===== src/rtl/dist_bin2bcd_pkg.sv =====
// Shared types and constants for the 16-bit binary to 4-digit BCD converter.
package dist_bin2bcd_pkg;

  localparam int BIN_W      = 16;
  localparam int BCD_DIGITS = 4;
  localparam int ITER_N     = 16;
  localparam int DEC_MAX    = 9999;
  localparam int CNT_W      = 5;
  localparam int BCD_W      = BCD_DIGITS * 4;
  localparam int ACC_W      = (BCD_DIGITS + 1) * 4;

  // Packed BCD image of DEC_MAX, driven out on saturation.
  localparam logic [BCD_W-1:0] BCD_SAT = 16'h9999;

  typedef enum logic [1:0] {
    IDLE  = 2'd0,
    SHIFT = 2'd1,
    DONE  = 2'd2
  } state_e;

endpackage


===== src/rtl/dist_bin2bcd_adj.sv =====
// One double-dabble digit correction: add 3 when the digit is 5 or more.
module bcd_digit_adj (
  input  logic [3:0] d,
  output logic [3:0] q
);

  always_comb begin
    q = d;
    if (d >= 4'd5) q = d + 4'd3;
  end

endmodule


===== src/rtl/dist_bin2bcd.sv =====
// Iterative shift-add-3 binary to BCD converter, one bit per clock.
// Define BCD_SAT_EN to saturate inputs above 9999 to 9999 and flag ovf.
module dist_bin2bcd
  import dist_bin2bcd_pkg::*;
(
  input  logic             CLK_50M,
  input  logic             RST,
  input  logic [BIN_W-1:0] bin_in,
  input  logic             bin_valid,
  output logic             busy,
  output logic [BCD_W-1:0] bcd_out,
  output logic             bcd_valid,
  output logic             ovf
);

  state_e             state_q, state_d;
  logic [BIN_W-1:0]   bin_q, bin_d;
  logic [ACC_W-1:0]   acc_q, acc_d;
  logic [ACC_W-1:0]   acc_adj;
  logic [CNT_W-1:0]   cnt_q, cnt_d;
  logic               busy_q, busy_d;
  logic               vld_q, vld_d;
  logic [BCD_W-1:0]   bcd_q, bcd_d;

  for (genvar i = 0; i < BCD_DIGITS + 1; i++) begin : g_adj
    bcd_digit_adj u_adj (
      .d (acc_q[i*4 +: 4]),
      .q (acc_adj[i*4 +: 4])
    );
  end

`ifdef BCD_SAT_EN
  logic ovf_q, ovf_d;
  logic acc_ovf;

  // A nonzero fifth digit means the value exceeded four digits.
  assign acc_ovf = acc_q[ACC_W-1 -: 4] != 4'd0;
`endif

  always_comb begin
    state_d = state_q;
    bin_d   = bin_q;
    acc_d   = acc_q;
    cnt_d   = cnt_q;
    busy_d  = busy_q;
    vld_d   = 1'b0;
    bcd_d   = bcd_q;
`ifdef BCD_SAT_EN
    ovf_d   = ovf_q;
`endif
    unique case (state_q)
      IDLE: begin
        if (bin_valid) begin
          bin_d   = bin_in;
          acc_d   = '0;
          cnt_d   = '0;
          busy_d  = 1'b1;
          state_d = SHIFT;
        end
      end
      SHIFT: begin
        acc_d = ACC_W'({acc_adj, bin_q[BIN_W-1]});
        bin_d = {bin_q[BIN_W-2:0], 1'b0};
        cnt_d = cnt_q + CNT_W'(1);
        if (cnt_q == CNT_W'(ITER_N - 1)) state_d = DONE;
      end
      DONE: begin
`ifdef BCD_SAT_EN
        ovf_d = acc_ovf;
        bcd_d = acc_ovf ? BCD_SAT : acc_q[BCD_W-1:0];
`else
        bcd_d = acc_q[BCD_W-1:0];
`endif
        vld_d   = 1'b1;
        busy_d  = 1'b0;
        state_d = IDLE;
      end
      default: state_d = IDLE;
    endcase
  end

  always_ff @(posedge CLK_50M or negedge RST) begin
    if (!RST) begin
      state_q <= IDLE;
      bin_q   <= '0;
      acc_q   <= '0;
      cnt_q   <= '0;
      busy_q  <= 1'b0;
      vld_q   <= 1'b0;
      bcd_q   <= '0;
    end else begin
      state_q <= state_d;
      bin_q   <= bin_d;
      acc_q   <= acc_d;
      cnt_q   <= cnt_d;
      busy_q  <= busy_d;
      vld_q   <= vld_d;
      bcd_q   <= bcd_d;
    end
  end

`ifdef BCD_SAT_EN
  always_ff @(posedge CLK_50M or negedge RST) begin
    if (!RST) ovf_q <= 1'b0;
    else      ovf_q <= ovf_d;
  end

  assign ovf = ovf_q;
`else
  assign ovf = 1'b0;
`endif

  assign busy      = busy_q;
  assign bcd_valid = vld_q;
  assign bcd_out   = bcd_q;

endmodule


===== config.mk =====
export PLATFORM = sky130hd
export DESIGN_NAME = dist_bin2bcd
export DESIGN_NICKNAME = d
export VERILOG_FILES = /design/src/rtl/dist_bin2bcd_pkg.sv /design/src/rtl/dist_bin2bcd_adj.sv /design/src/rtl/dist_bin2bcd.sv
export SDC_FILE = /design/constraint.sdc
export NUM_CORES = 1
export LEC_CHECK = 0
export ABC_AREA = 1
export CORE_MARGIN = 1.5
export CORE_UTILIZATION = 45
export CTS_CLUSTER_DIAMETER = 60
export CTS_CLUSTER_SIZE = 20
export DETAILED_ROUTE_END_ITERATION = 12
export PLACE_DENSITY = 0.68
export SETUP_SLACK_MARGIN = 0.15
export SLEW_MARGIN = 30
export SYNTH_ARGS = -nofsm -noshare
export SYNTH_HDL_FRONTEND = slang
export SYNTH_SLANG_ARGS = --single-unit

===== constraint.sdc =====
create_clock -name CLK_50M -period 2.2 [get_ports CLK_50M]
set_input_delay 0.44 -clock CLK_50M [delete_from_list [all_inputs] [get_ports CLK_50M]]
set_output_delay 0.44 -clock CLK_50M [all_outputs]
set_load 0.02 [all_outputs]

### Power grid

Bar = 20 um. Pins as bars on the die edge. Tap cells in grey.
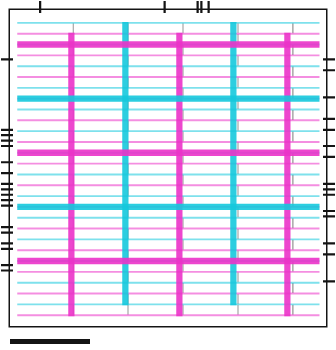
Cyan shows VDD. Magenta shows VSS.
The core has 27 rows. 72 tap cells.
placeable core region: 0.00557 mm2
y dimension of the die: 79.4 um
die width: 79.4 um
worst voltage drop across the vdd grid: 0.000654 V

### Placed cells, one colour a class

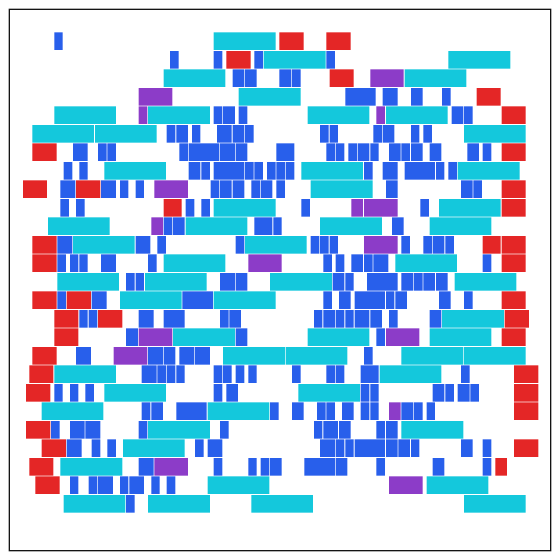
Cyan shows registers, cells 57, share of their area 46%. Red shows remaining buffers and delay cells, cells 38, share of their area 12%. Blue shows remaining logic cells, cells 233, share of their area 36%. Purple shows clock drivers and dummy loads, cells 16, share of their area 5.6%.
flop share of the area: 44.8%
Core Rows: 27
design area: 0.00318 mm2

### Clock network drawn from the DEF

Bar = 20 um.
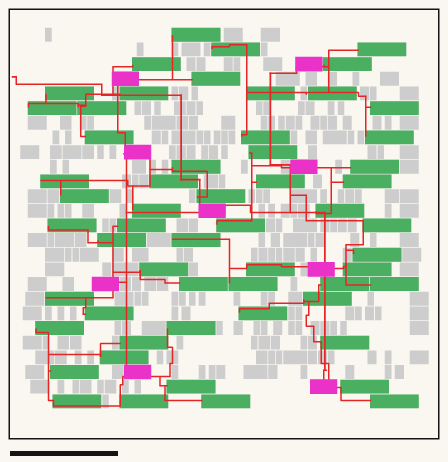
Red shows clock wires, length 758 um. Magenta shows clock-net drivers, count 9. Green shows flip-flops, count 57.
Position of the flops: widely spread. There are 10 routed clock nets.
clock network fraction of design power: 18.6%
Skew-Pair Late Insertion Delay: 340 ps

### Wiring by layer

Bar = 20 um. Two of the layers only.
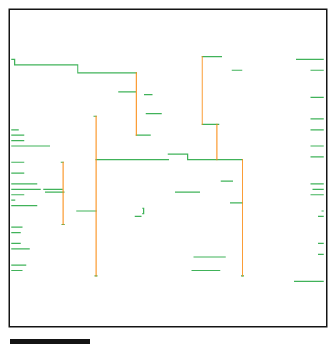
Green shows M3, wire length 249 um. Orange shows M4, wire length 127 um.
post-DR wirelength/cell: 12.3 um
total wirelength of the detailed-routed design: 5140 um
GRT Overall Usage: 18.8%
DR vias: 2,143

### Clock routing

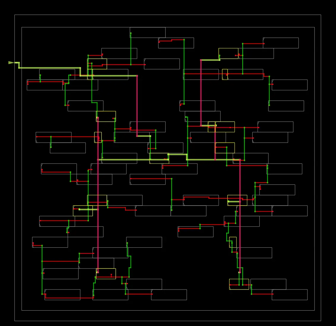
number of clock buffer instances in the layout: 13
Clock Power: 0.000865 W
registers: 57
final worst clock skew: 7.68 ps

==> notes.md <==
Summary of implementation figures.

Yosys
The total of warnings raised by yosys is 0. The area fraction in and, or, nand and nor cells after synthesis is 22.7%. Per the synth log, the flip-flop and latch total comes to 57. The xor and xnor area share after synthesis is 0%.

The area figure in the yosys stat output is 0.00263 mm2. The number of enable flip-flop cells is 0. Yosys instantiated no cell more often than nand2_1.

The share of flip-flops with an asynchronous set or reset after synthesis is 100%. Of the post-synthesis cell area, the dominant cell type holds 54.3%. Sequential cells were found to cover 54.3% of the synthesized design area. In the Yosys stats the netlist draws on 19 distinct library cells. Among the non-sequential cells, simple AND/OR/NAND/NOR gates take the most area.

The AND-OR/OR-AND share of the synthesized area is 11.3%. The number of cells reported by Yosys stat comes to 301.

Final timing
In this run the tightest slew margin relative to its limit is 40.5%. Dividing the final minimum period by the clock period gives 78.7%. The final-layout setup total negative slack is 0 ps. Across all setup checks in the final design, the least slack found is 468 ps.

The slew at the pin closest to its max-slew limit is 887 ps. The final timing report lists a hold violation count of 0. For this run, the final setup violation count is recorded as 0. Setup repair after global routing left no endpoint under its margin. The top achievable clock speed is 577 MHz. The final count of pins violating max slew is 0.

Global route
met2 track demand over resource after global routing is 29.2%. The number of antenna violations at the first check in global routing was 0.

Min path
The path category of the worst min-delay check is in2async.

Pwr
For the combinational group, total power comes out at 0.00195 W. Looking at the power breakdown, sequential logic takes 39.3% of the total. The part of the total power dissipated in combinational logic is 42.1%.

The report lists the power per cell area as 1460 mW/mm2. The dominant power group in this design is combinational logic. The internal power is 0.00277 W. The power in sequential cells is 0.00182 W.

Finish
The total inserted antenna cells is 0. The most frequent standard cell in the layout excluding fill and tap cells is nand2_1. The fraction of final cell area spent on clock buffers and inverters in this run is 5.47%. The final net count is 368. The share of the core filled with cells is 57.1%. The largest cell class by area is registers. The count of cells in the finished layout, fillers not included, comes to 416. Counting the inverters off the clock network in the layout gives 26.

Status
The flow ran to the end, and the final reports show no timing, DRC or antenna violations.

Critical path
The worst setup path category is reg2out. The start point of the critical path is bcd_out[8]. The startpoint identified for the worst register-to-register timing path is state_q[1]. The worst reg2reg path depth is 5. The highest net fanout along the worst path is 2. All stages included, the depth of the critical timing path comes to 1. The count of buffer and inverter cells on the critical path is 1. STA classifies the critical path endpoint as an output pin.

The critical path goes through clkdlybuf4s50_1.

Place
The count of input and output buffers is 36. Prior to clock tree synthesis, the placed netlist has a worst setup slack of 259 ps.

Drt
The count of nets left with antenna violations after detail routing is 0. Routed signal wires occupy layers up through met4. The number of vias per cell after detailed routing is 5.15. In the per-layer breakdown of the detailed-route log, met1 shows 2460 um.

Die
The starting utilization of the core area is 47.1%. The number of tap cells inserted is 72.

Clock network
The cell at the root of the clock tree is clkbuf_8. The number of hold buffers added after cts is 0.
Power figures rest on the tool's default switching activity, not on a simulated workload.
